`config.mk`:
```
export PLATFORM = sky130hd
export DESIGN_NAME = alu_issue_stage
export DESIGN_NICKNAME = d
export VERILOG_FILES = /design/src/rtl/alu_issue_stage_pkg.sv /design/src/rtl/alu_ctrl_decode.sv /design/src/rtl/alu_issue_stage.sv
export SDC_FILE = /design/constraint.sdc
export NUM_CORES = 1
export LEC_CHECK = 0
export CORE_MARGIN = 2
export CORE_UTILIZATION = 40
export CTS_CLUSTER_DIAMETER = 40
export DETAILED_ROUTE_END_ITERATION = 10
export GPL_TIMING_DRIVEN = 0
export PLACE_DENSITY = 0.86
export SLEW_MARGIN = 20
export SYNTH_ARGS = -nofsm -noshare
export SYNTH_HDL_FRONTEND = slang
export SYNTH_HIERARCHICAL = 1
export SYNTH_SLANG_ARGS = --single-unit
export TNS_END_PERCENT = 30
```
`constraint.sdc`:
```
create_clock -name clk_i -period 2.36 [get_ports clk_i]
set_clock_uncertainty 0.2 [all_clocks]
set_input_delay 0.59 -clock clk_i [delete_from_list [all_inputs] [get_ports clk_i]]
set_output_delay 0.59 -clock clk_i [all_outputs]
set_load 0.1 [all_outputs]
```
`src/rtl/alu_issue_stage_pkg.sv`:
```
// alu_issue_stage_pkg: shared CPU constants for ALU codes, ALUOp classes, funct fields and issue FSM states.
package alu_issue_stage_pkg;
    localparam logic [2:0] ALU_ADD = 3'b000;
    localparam logic [2:0] ALU_MUL = 3'b001;
    localparam logic [2:0] ALU_SUB = 3'b010;
    localparam logic [2:0] ALU_AND = 3'b011;
    localparam logic [2:0] ALU_OR  = 3'b100;

    localparam logic [1:0] ALUOP_MEM   = 2'b00;
    localparam logic [1:0] ALUOP_BEQ   = 2'b01;
    localparam logic [1:0] ALUOP_RTYPE = 2'b10;
    localparam logic [1:0] ALUOP_ORI   = 2'b11;

    localparam logic [5:0] FUNCT_ADD = 6'b100000;
    localparam logic [5:0] FUNCT_SUB = 6'b100010;
    localparam logic [5:0] FUNCT_AND = 6'b100100;
    localparam logic [5:0] FUNCT_OR  = 6'b100101;
    localparam logic [5:0] FUNCT_MUL = 6'b011000;

    typedef enum logic {
        RUN      = 1'b0,
        MUL_HOLD = 1'b1
    } issue_state_e;
endpackage

```
`src/rtl/alu_ctrl_decode.sv`:
```
// alu_ctrl_decode: maps main-control ALUOp and R-type funct to the 3-bit ALU code plus an illegal flag.
module alu_ctrl_decode
    import alu_issue_stage_pkg::*;
(
    input  logic [1:0] alu_op_i,
    input  logic [5:0] funct_i,
    output logic [2:0] alu_ctrl_o,
    output logic       illegal_o
);
    logic [2:0] rtype_ctrl;
    logic       rtype_illegal;

    always_comb begin
        rtype_ctrl    = ALU_ADD;
        rtype_illegal = 1'b0;
        case (funct_i)
            FUNCT_ADD: rtype_ctrl = ALU_ADD;
            FUNCT_SUB: rtype_ctrl = ALU_SUB;
            FUNCT_AND: rtype_ctrl = ALU_AND;
            FUNCT_OR:  rtype_ctrl = ALU_OR;
            FUNCT_MUL: rtype_ctrl = ALU_MUL;
            default:   rtype_illegal = 1'b1;
        endcase
    end

    always_comb begin
        alu_ctrl_o = (alu_op_i == ALUOP_BEQ)   ? ALU_SUB :
                     (alu_op_i == ALUOP_ORI)   ? ALU_OR  :
                     (alu_op_i == ALUOP_RTYPE) ? rtype_ctrl : ALU_ADD;
        illegal_o  = (alu_op_i == ALUOP_RTYPE) && rtype_illegal;
    end
endmodule

```
`src/rtl/alu_issue_stage.sv`:
```
// alu_issue_stage: ID/EX register feeding the ALU; decodes the ALU code, muxes operand 2
// and holds multiplies in EX for MUL_CYCLES cycles while stalling upstream.
module alu_issue_stage
    import alu_issue_stage_pkg::*;
#(
    parameter int MUL_CYCLES = 2
) (
    input  logic        clk_i,
    input  logic        rst_i,
    input  logic        valid_i,
    input  logic [1:0]  ALUOp_i,
    input  logic [5:0]  funct_i,
    input  logic        ALUSrc_i,
    input  logic [31:0] data1_i,
    input  logic [31:0] data2_i,
    input  logic [31:0] imm_i,
    input  logic        stall_i,
    input  logic        flush_i,
    output logic [31:0] data1_o,
    output logic [31:0] data2_o,
    output logic [2:0]  ALUCtrl_o,
    output logic        valid_o,
    output logic        illegal_o,
    output logic        stall_o
);
    localparam logic [3:0] HOLD_INIT = 4'(MUL_CYCLES - 1);

    issue_state_e state_q, state_d;
    logic [3:0]   cnt_q, cnt_d;
    logic         valid_q, valid_d;
    logic         illegal_q, illegal_d;
    logic [2:0]   ctrl_q, ctrl_d;
    logic [31:0]  data1_q, data1_d;
    logic [31:0]  data2_q, data2_d;
    logic [2:0]   dec_ctrl;
    logic         dec_illegal;

    alu_ctrl_decode u_decode (
        .alu_op_i  (ALUOp_i),
        .funct_i   (funct_i),
        .alu_ctrl_o(dec_ctrl),
        .illegal_o (dec_illegal)
    );

    always_comb begin
        state_d   = state_q;
        cnt_d     = cnt_q;
        valid_d   = valid_q;
        illegal_d = illegal_q;
        ctrl_d    = ctrl_q;
        data1_d   = data1_q;
        data2_d   = data2_q;
        if (flush_i) begin
            state_d   = RUN;
            cnt_d     = '0;
            valid_d   = 1'b0;
            illegal_d = 1'b0;
        end else if (stall_i) begin
            state_d = state_q;
        end else if (state_q == MUL_HOLD) begin
            cnt_d   = cnt_q - 4'd1;
            state_d = (cnt_q == 4'd1) ? RUN : MUL_HOLD;
        end else begin
            valid_d = valid_i;
            if (valid_i) begin
                illegal_d = dec_illegal;
                ctrl_d    = dec_ctrl;
                data1_d   = data1_i;
                data2_d   = ALUSrc_i ? imm_i : data2_i;
                // MUL_CYCLES==1 means a mul completes like any other op
                if (dec_ctrl == ALU_MUL && MUL_CYCLES > 1) begin
                    state_d = MUL_HOLD;
                    cnt_d   = HOLD_INIT;
                end
            end
        end
    end

    always_ff @(posedge clk_i or negedge rst_i) begin
        if (!rst_i) begin
            state_q   <= RUN;
            cnt_q     <= '0;
            valid_q   <= 1'b0;
            illegal_q <= 1'b0;
            ctrl_q    <= ALU_ADD;
            data1_q   <= '0;
            data2_q   <= '0;
        end else begin
            state_q   <= state_d;
            cnt_q     <= cnt_d;
            valid_q   <= valid_d;
            illegal_q <= illegal_d;
            ctrl_q    <= ctrl_d;
            data1_q   <= data1_d;
            data2_q   <= data2_d;
        end
    end

    assign data1_o   = data1_q;
    assign data2_o   = data2_q;
    assign ALUCtrl_o = ctrl_q;
    assign valid_o   = valid_q;
    assign illegal_o = illegal_q;
    assign stall_o   = (state_q == MUL_HOLD);
endmodule

```
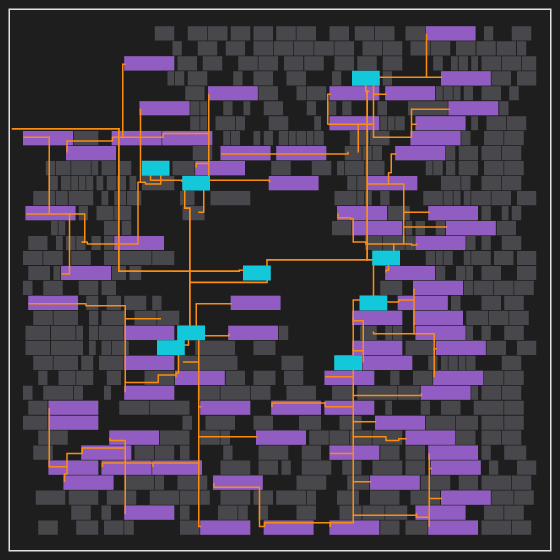
**Above:** clock distribution.
legend:
  clock wires:
    color: orange
    length: 934 um
  clock drivers:
    color: cyan
    count: 9
  flip-flops:
    color: purple
    count: 74
flops lie: all over the die
routed clock nets: 10

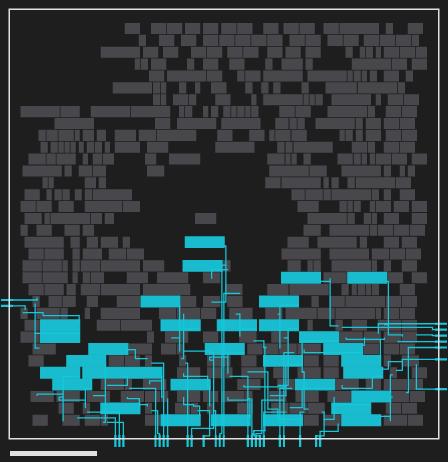
**Above:** wires at chosen ports, followed through buffers.
Scale bar: 20 um.
legend:
  data1_o:
    color: cyan
    bits: 32
    direction: output
    edge: 23 bottom, 7 right, 2 left
    end_cells: 32
    wire: 920 um

==> results_dict.tcl <==
# collected from the flow reports
set metrics [dict create \
    r2r_cells 4 \
    crit_buf_inv 1 \
    rr_endpoint "data1_o[0]" \
    finalClockPeriodUsage_pct 98.2 \
    yosysWarnings 6 \
    routed.top_layer "met4" \
    drive_above_1_share_pct 29.0 \
    sh_seq_area_pct 33.4 \
    synthArstFlopShare_pct 100 \
    n_clock_buffer 9 \
    power.density_nw_per_um2 924 \
    critPathLaunchType "flip-flop" \
    buffer_area_share_pct 32.9 \
    num_tap_cells 108 \
    wl_met1_um 3770 \
    setup_viol 0 \
    syn_nets 391 \
    comb_area_um2 1500 \
    io_pins 180 \
    worstPathRequired_ns 1.57 \
    post_cts_buffers 0 \
    clk_path_buf_depth 2 \
    antenna_found_initial 0 \
    wl_met3_um 649 \
    cts-root-buf "clkbuf_8" \
    n_antenna_cell 0 \
    gp_congestion 0.796 \
    ys_sh_xor_pct 0.247 \
    cts_tree "yes" \
    vias_per_cell 4.92 \
    cts.sinks 74 \
    warning_count 28 \
    remaining_drc_errors 0 \
    syn_to_final_growth_pct 56.4 \
    pre_cts_ws_ns -0.439 \
    holdPathStages 2 \
    ys.flops 74 \
    clk_pin_slew_ns 0.09 \
    outcome "complete, no violations" \
    vdd_drop_max_mv 0.467 \
]
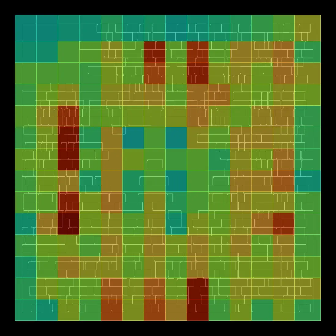
**Above:** routing congestion.
Wirelength per Cell: 16.0 um
met3 Track Usage GR: 5.08%
Total Routing Usage GR: 19.7%
most used routing layer: met2

## power by group
part	internal [uW]	switching [uW]	leakage [uW]
clock	522	547	0.000111
combinational	577	1880	0.00153
sequential	1480	114	0.000868
total	2570	2550	0.00251
## synth_stat cells (2+ instances only)
library cell,n,area share (%)
a21oi_1,38,5.4
nand2_1,5,0.53
buf_6,7,2.2
ha_1,2,0.71
buf_2,5,0.71
inv_1,4,0.42
mux2_1,3,0.95
nor2b_1,4,0.71
dfrtp_1,74,52
nor2_1,37,3.9
mux2_2,2,0.64
o21ai_0,3,0.42
mux2i_1,33,9.3
buf_12,4,2.3
mux2_4,30,13
nor3b_1,4,0.85
nor3_1,2,0.28
nor3b_2,2,0.71
## stage by stage
step | instances | instance area (um^2) | setup TNS (ns) | hold slack, ns | total power, uW
after floorplan | 279 | 3540 | 0 | 0.0944 | 3490
after global placement | 564 | 5450 | -148.92 | 0.269 | 4200
after detailed placement | 565 | 5470 | -2.71 | 0.279 | 4240
after CTS | 582 | 5710 | -0.0638 | 0.216 | 5220
after global routing | 584 | 5540 | 0 | 0.234 | 5320
final | 584 | 5540 | 0 | 0.235 | 5120
## registers in the layout, indices dropped and copies added (netlist names)
name,count
data2_o,32
valid_o,1
illegal_o,1
stall_o,1
cnt_q,4
ALUCtrl_o,3
data1_o,32
## how the worst max path moves through the flow
stage	startpoint	to
2_1_floorplan	stall_o	ALUCtrl_o[0]
3_3_place_gp	rst_i	data1_o[10]
3_5_place_dp	funct_i[3]	cnt_q[0]
4_1_cts	funct_i[3]	cnt_q[0]
5_1_grt	data2_o[28]	data2_o[28]
6_report	data2_o[28]	data2_o[28]
Power and IR drop assume default switching activity.
